Figure 1. Signal wires on met4.
The bar under the picture is 20 um long. Supply wires on this layer in gray.
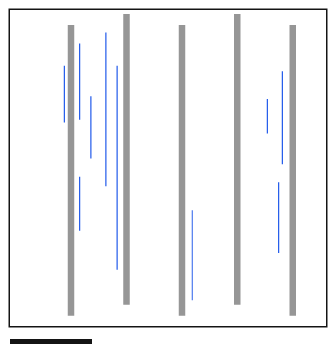
Figure 2. Routing congestion.
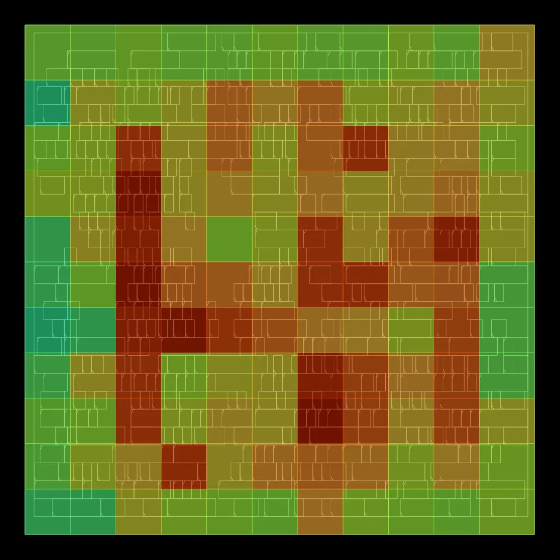
Figure 3. Met2 routing.
Cells faint in the background.
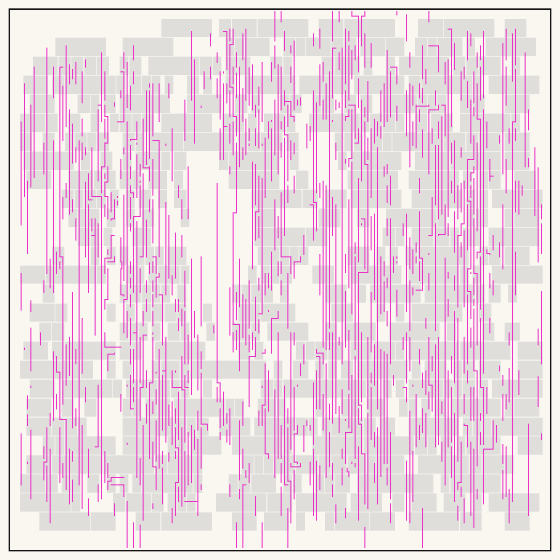
Figure 4. The metal 1 layer.
The bar under the picture is 20 um long. Supply wires on this layer in gray.
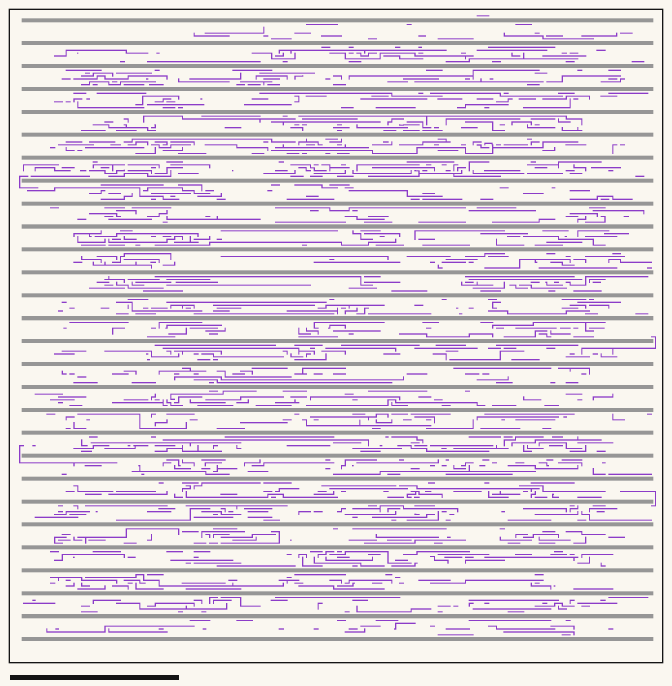
Figure 5. Metal 3.
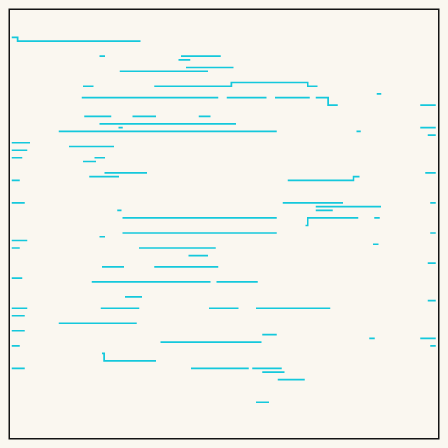
===== src/rtl/Sixteen_b_full_adder.sv =====
// Sixteen_b_full_adder
//   16-bit ripple-carry adder/subtractor built from single-bit full-adder
//   cells. With i_x=0 it computes i_a + i_b; with i_x=1 it computes
//   i_a + ~i_b + 1 = i_a - i_b. In that case o_c_out=1 means no borrow.
//
// Ports
//   i_a     [15:0]  first operand
//   i_b     [15:0]  second operand (inverted internally when i_x=1)
//   i_x             0 = add, 1 = subtract
//   o_s     [15:0]  sum / difference
//   o_c_out         carry out of bit 15
module Sixteen_b_full_adder (
  input  logic [15:0] i_a,
  input  logic [15:0] i_b,
  input  logic        i_x,
  output logic [15:0] o_s,
  output logic        o_c_out
);

  logic [16:0] w_c;
  logic [15:0] w_b_eff;

  // In subtract mode the carry-in supplies the +1 of the two's complement.
  assign w_c[0] = i_x;

  genvar gi;
  generate
    for (gi = 0; gi < 16; gi++) begin : g_bit
      assign w_b_eff[gi] = i_b[gi] ^ i_x;
      assign o_s[gi]     = i_a[gi] ^ w_b_eff[gi] ^ w_c[gi];
      assign w_c[gi+1]   = (i_a[gi] & w_b_eff[gi]) |
                           (w_c[gi] & (i_a[gi] ^ w_b_eff[gi]));
    end
  endgenerate

  assign o_c_out = w_c[16];

endmodule


===== src/rtl/addsub_mul_sequencer.sv =====
// addsub_mul_sequencer
//   Small arithmetic sequencer: unsigned 8-bit ADD and SUB in one EXEC
//   cycle, 8x8 unsigned MUL as an 8-cycle shift-and-add loop. All
//   add/subtract work goes through a single shared 16-bit adder.
//
// Ports
//   clk            rising-edge clock
//   rst            synchronous active-high reset
//   start          operation request, sampled only in IDLE
//   op     [1:0]   00 ADD, 01 SUB (a-b), 10 MUL, 11 reserved (err)
//   a, b   [7:0]   unsigned operands
//   busy           high in EXEC and RUN
//   done           one-cycle completion pulse (the DONE state)
//   result [15:0]  registered result, held until the next completion
//   carry          adder carry out for ADD/SUB (SUB: 1 = no borrow), else 0
//   err            high together with done for the reserved opcode
module addsub_mul_sequencer #(
  parameter int OP_W = 8
) (
  input  logic              clk,
  input  logic              rst,
  input  logic              start,
  input  logic [1:0]        op,
  input  logic [OP_W-1:0]   a,
  input  logic [OP_W-1:0]   b,
  output logic              busy,
  output logic              done,
  output logic [2*OP_W-1:0] result,
  output logic              carry,
  output logic              err
);

  localparam int RES_W = 2 * OP_W;
  localparam logic [1:0] OP_ADD = 2'b00;
  localparam logic [1:0] OP_SUB = 2'b01;
  localparam logic [1:0] OP_MUL = 2'b10;
  localparam logic [2:0] LAST_BIT = 3'(OP_W - 1);

  typedef enum logic [1:0] {
    S_IDLE,
    S_EXEC,
    S_RUN,
    S_DONE
  } state_t;

  state_t            r_state;
  logic [OP_W-1:0]   r_a;
  logic [OP_W-1:0]   r_b;
  logic [1:0]        r_op;
  logic [RES_W-1:0]  r_acc;
  logic [2:0]        r_i;
  logic [RES_W-1:0]  r_result;
  logic              r_carry;
  logic              r_done;
  logic              r_err;
  logic              r_busy;

  logic [RES_W-1:0]  w_a_ext;
  logic [RES_W-1:0]  w_b_ext;
  logic [RES_W-1:0]  w_add_a;
  logic [RES_W-1:0]  w_add_b;
  logic              w_add_x;
  logic [RES_W-1:0]  w_sum;
  logic              w_cout;

  assign w_a_ext = {{(RES_W-OP_W){1'b0}}, r_a};
  assign w_b_ext = {{(RES_W-OP_W){1'b0}}, r_b};

  // Adder operand steering. Outside EXEC/RUN the adder sees zeros; its
  // output is only consumed in those two states.
  always_comb begin
    w_add_a = '0;
    w_add_b = '0;
    w_add_x = 1'b0;
    case (r_state)
      S_EXEC: begin
        w_add_a = w_a_ext;
        w_add_b = w_b_ext;
        w_add_x = (r_op == OP_SUB);
      end
      S_RUN: begin
        // Partial product for bit i: (a << i) when b[i] is set, else 0.
        w_add_a = r_acc;
        if (r_b[r_i]) begin
          w_add_b = w_a_ext << r_i;
        end
      end
      default: begin
      end
    endcase
  end

  Sixteen_b_full_adder u_adder (
    .i_a     (w_add_a),
    .i_b     (w_add_b),
    .i_x     (w_add_x),
    .o_s     (w_sum),
    .o_c_out (w_cout)
  );

  // Single FSM process. busy/done/err are registered alongside the state
  // transition so they line up exactly with EXEC/RUN and DONE.
  always_ff @(posedge clk) begin
    if (rst) begin
      r_state  <= S_IDLE;
      r_a      <= '0;
      r_b      <= '0;
      r_op     <= '0;
      r_acc    <= '0;
      r_i      <= '0;
      r_result <= '0;
      r_carry  <= 1'b0;
      r_done   <= 1'b0;
      r_err    <= 1'b0;
      r_busy   <= 1'b0;
    end else begin
      r_done <= 1'b0;
      r_err  <= 1'b0;
      case (r_state)
        S_IDLE: begin
          if (start) begin
            r_a   <= a;
            r_b   <= b;
            r_op  <= op;
            r_acc <= '0;
            r_i   <= '0;
            if (op == OP_ADD || op == OP_SUB) begin
              r_state <= S_EXEC;
              r_busy  <= 1'b1;
            end else if (op == OP_MUL) begin
              r_state <= S_RUN;
              r_busy  <= 1'b1;
            end else begin
              // Reserved opcode: report straight away, result cleared.
              r_state  <= S_DONE;
              r_done   <= 1'b1;
              r_err    <= 1'b1;
              r_result <= '0;
              r_carry  <= 1'b0;
            end
          end
        end
        S_EXEC: begin
          r_result <= w_sum;
          r_carry  <= w_cout;
          r_state  <= S_DONE;
          r_busy   <= 1'b0;
          r_done   <= 1'b1;
        end
        S_RUN: begin
          r_acc <= w_sum;
          r_i   <= r_i + 3'd1;
          if (r_i == LAST_BIT) begin
            // Max product 0xFE01 fits, so the adder never carries out here.
            r_result <= w_sum;
            r_carry  <= 1'b0;
            r_state  <= S_DONE;
            r_busy   <= 1'b0;
            r_done   <= 1'b1;
          end
        end
        S_DONE: begin
          r_state <= S_IDLE;
        end
        default: begin
          r_state <= S_IDLE;
        end
      endcase
    end
  end

  assign busy   = r_busy;
  assign done   = r_done;
  assign result = r_result;
  assign carry  = r_carry;
  assign err    = r_err;

endmodule

===== config.mk =====
export PLATFORM = sky130hd
export DESIGN_NAME = addsub_mul_sequencer
export DESIGN_NICKNAME = d
export VERILOG_FILES = /design/src/rtl/Sixteen_b_full_adder.sv /design/src/rtl/addsub_mul_sequencer.sv
export SDC_FILE = /design/constraint.sdc
export NUM_CORES = 1
export LEC_CHECK = 0
export ABC_AREA = 1
export ABC_CLOCK_PERIOD_IN_PS = 19400
export CAP_MARGIN = 20
export CORE_UTILIZATION = 60
export DETAILED_ROUTE_END_ITERATION = 16
export PLACE_DENSITY = 0.85
export SYNTH_ARGS = -nofsm -noshare
export SYNTH_HDL_FRONTEND = slang
export SYNTH_SLANG_ARGS = --single-unit

===== constraint.sdc =====
create_clock -name clk -period 19.4 [get_ports clk]
set_input_delay 3.88 -clock clk [delete_from_list [all_inputs] [get_ports clk]]
set_output_delay 3.88 -clock clk [all_outputs]
set_load 0.02 [all_outputs]

==> qor.rpt <==
SETUP PATH
----------------------------------------------------------------------------------------
R2R Path End                                                                  result[15]
Data required time at the worst endpoint                                        19.68 ns
Cell-by-cell listing of the critical path                                   inv_1 > ha_1 > clkinv_1 > a21oi_1 > o22ai_1 > fa_1 > fa_1 > fa_1 > fa_1 > fa_1 > fa_1 > fa_1 > fa_1 > fa_1 > fa_1 > fa_1 > fa_1 > inv_1 > fa_1 > fa_1 > inv_1 > fa_1 > nand3_1 > a21oi_2
Combined buffer and inverter count along the critical path                             4
Critical Path Stages                                                                  24
Stage delay of the slowest cell on the critical path                             0.80 ns
Minimum setup slack among reg-to-reg paths                                      11.26 ns
Timing startpoint of the critical path                                        r_state[0]
Worst Setup EP                                                                result[15]
Slowest cell on the critical path                                           sky130_fd_sc_hd__ha_1

FLOORPLAN
----------------------------------------------------------------------------------------
IO Pins                                                                               41
Core Area                                                                      5507 um^2
Y dimension of the die                                                          77.37 um
Chip width                                                                      77.37 um

STA
----------------------------------------------------------------------------------------
Setup ws final                                                                  11.26 ns
Final slew viol count                                                                  0
Unrepaired setup endpoints after global routing                                       no

DRT
----------------------------------------------------------------------------------------
Residual antenna-violating net count after detailed routing                            0
Post-route DRC                                                                         0
Number of search-and-repair iterations in the first detailed-routing pass              5
Routed length on met2                                                           4.266 mm

SYNTH
----------------------------------------------------------------------------------------
Adder and majority cell fraction of the synthesized area                          11.01%
Top-area cell share                                                               34.65%
Post-synth design cell area                                                    3408 um^2
Complex Gates by Area                                                             18.98%
Mean cell area of the mapped netlist                                          7.283 um^2
Post-synthesis share of cell area spent on and, or, nand and nor gates            23.38%
Primary FF master, synth                                                    sky130_fd_sc_hd__dfxtp_1
Xor+xnor area frac                                                                2.827%
Most frequent cells after synthesis                                         132 x sky130_fd_sc_hd__nand2_1, 59 x sky130_fd_sc_hd__dfxtp_1, 49 x sky130_fd_sc_hd__a21oi_1
Number of warning messages in the yosys log                                            0
Count of flip-flops with a built-in enable after synthesis                             0
Synthesis-stage register bit count                                                    59

CELLS AND AREA
----------------------------------------------------------------------------------------
Non-Clock Buffer Count                                                                42
Commonest Layout Cell                                                             sky130_fd_sc_hd__nand2_1
Fillcell total                                                                       461
Layout Nets                                                                          539
Sequential cell area in the final layout                                       1181 um^2

POWER
----------------------------------------------------------------------------------------
Pwr Total                                                                       468.9 uW
Sequential fraction of design power                                                33.7%
Switching Power                                                                 203.8 uW

PLACE
----------------------------------------------------------------------------------------
Placed cell areas                                                              3795 um^2
DP Worst Slack                                                                  11.37 ns
Cell total after placement                                                           558

RUN STATUS
----------------------------------------------------------------------------------------
Status                                                                      finished, final reports clean

CLOCK NETWORK
----------------------------------------------------------------------------------------
CTS Sinks                                                                             59
Cell at the root of the clock tree                                          sky130_fd_sc_hd__clkbuf_8

WORST HOLD PATH
----------------------------------------------------------------------------------------
Worst Min Path Start                                                           result[5]

-- Figure 1 (at the start) --
share of all routed wire = 2.5%
longest straight run = 49.6 um
nets with wire on the layer = 9
main direction = vertical

-- Figure 2 (at the start) --
drt wl/cell: 15.12 um
routing layer with the top usage in global route: met2

-- Figure 3 (at the start) --
wire length on this layer = 4270 um
share of all routed wire = 49%
main direction = vertical
Post-Route WL: 8.680 mm
Global Route met2 Usage: 52.30%
routed vias: 3198

-- Figure 4 (at the start) --
main direction = horizontal
longest straight run = 31.7 um
wire length on this layer = 3660 um

-- Figure 5 (at the start) --
longest straight run = 39.1 um
main direction = horizontal

Power is estimated from default activity; no workload was simulated.
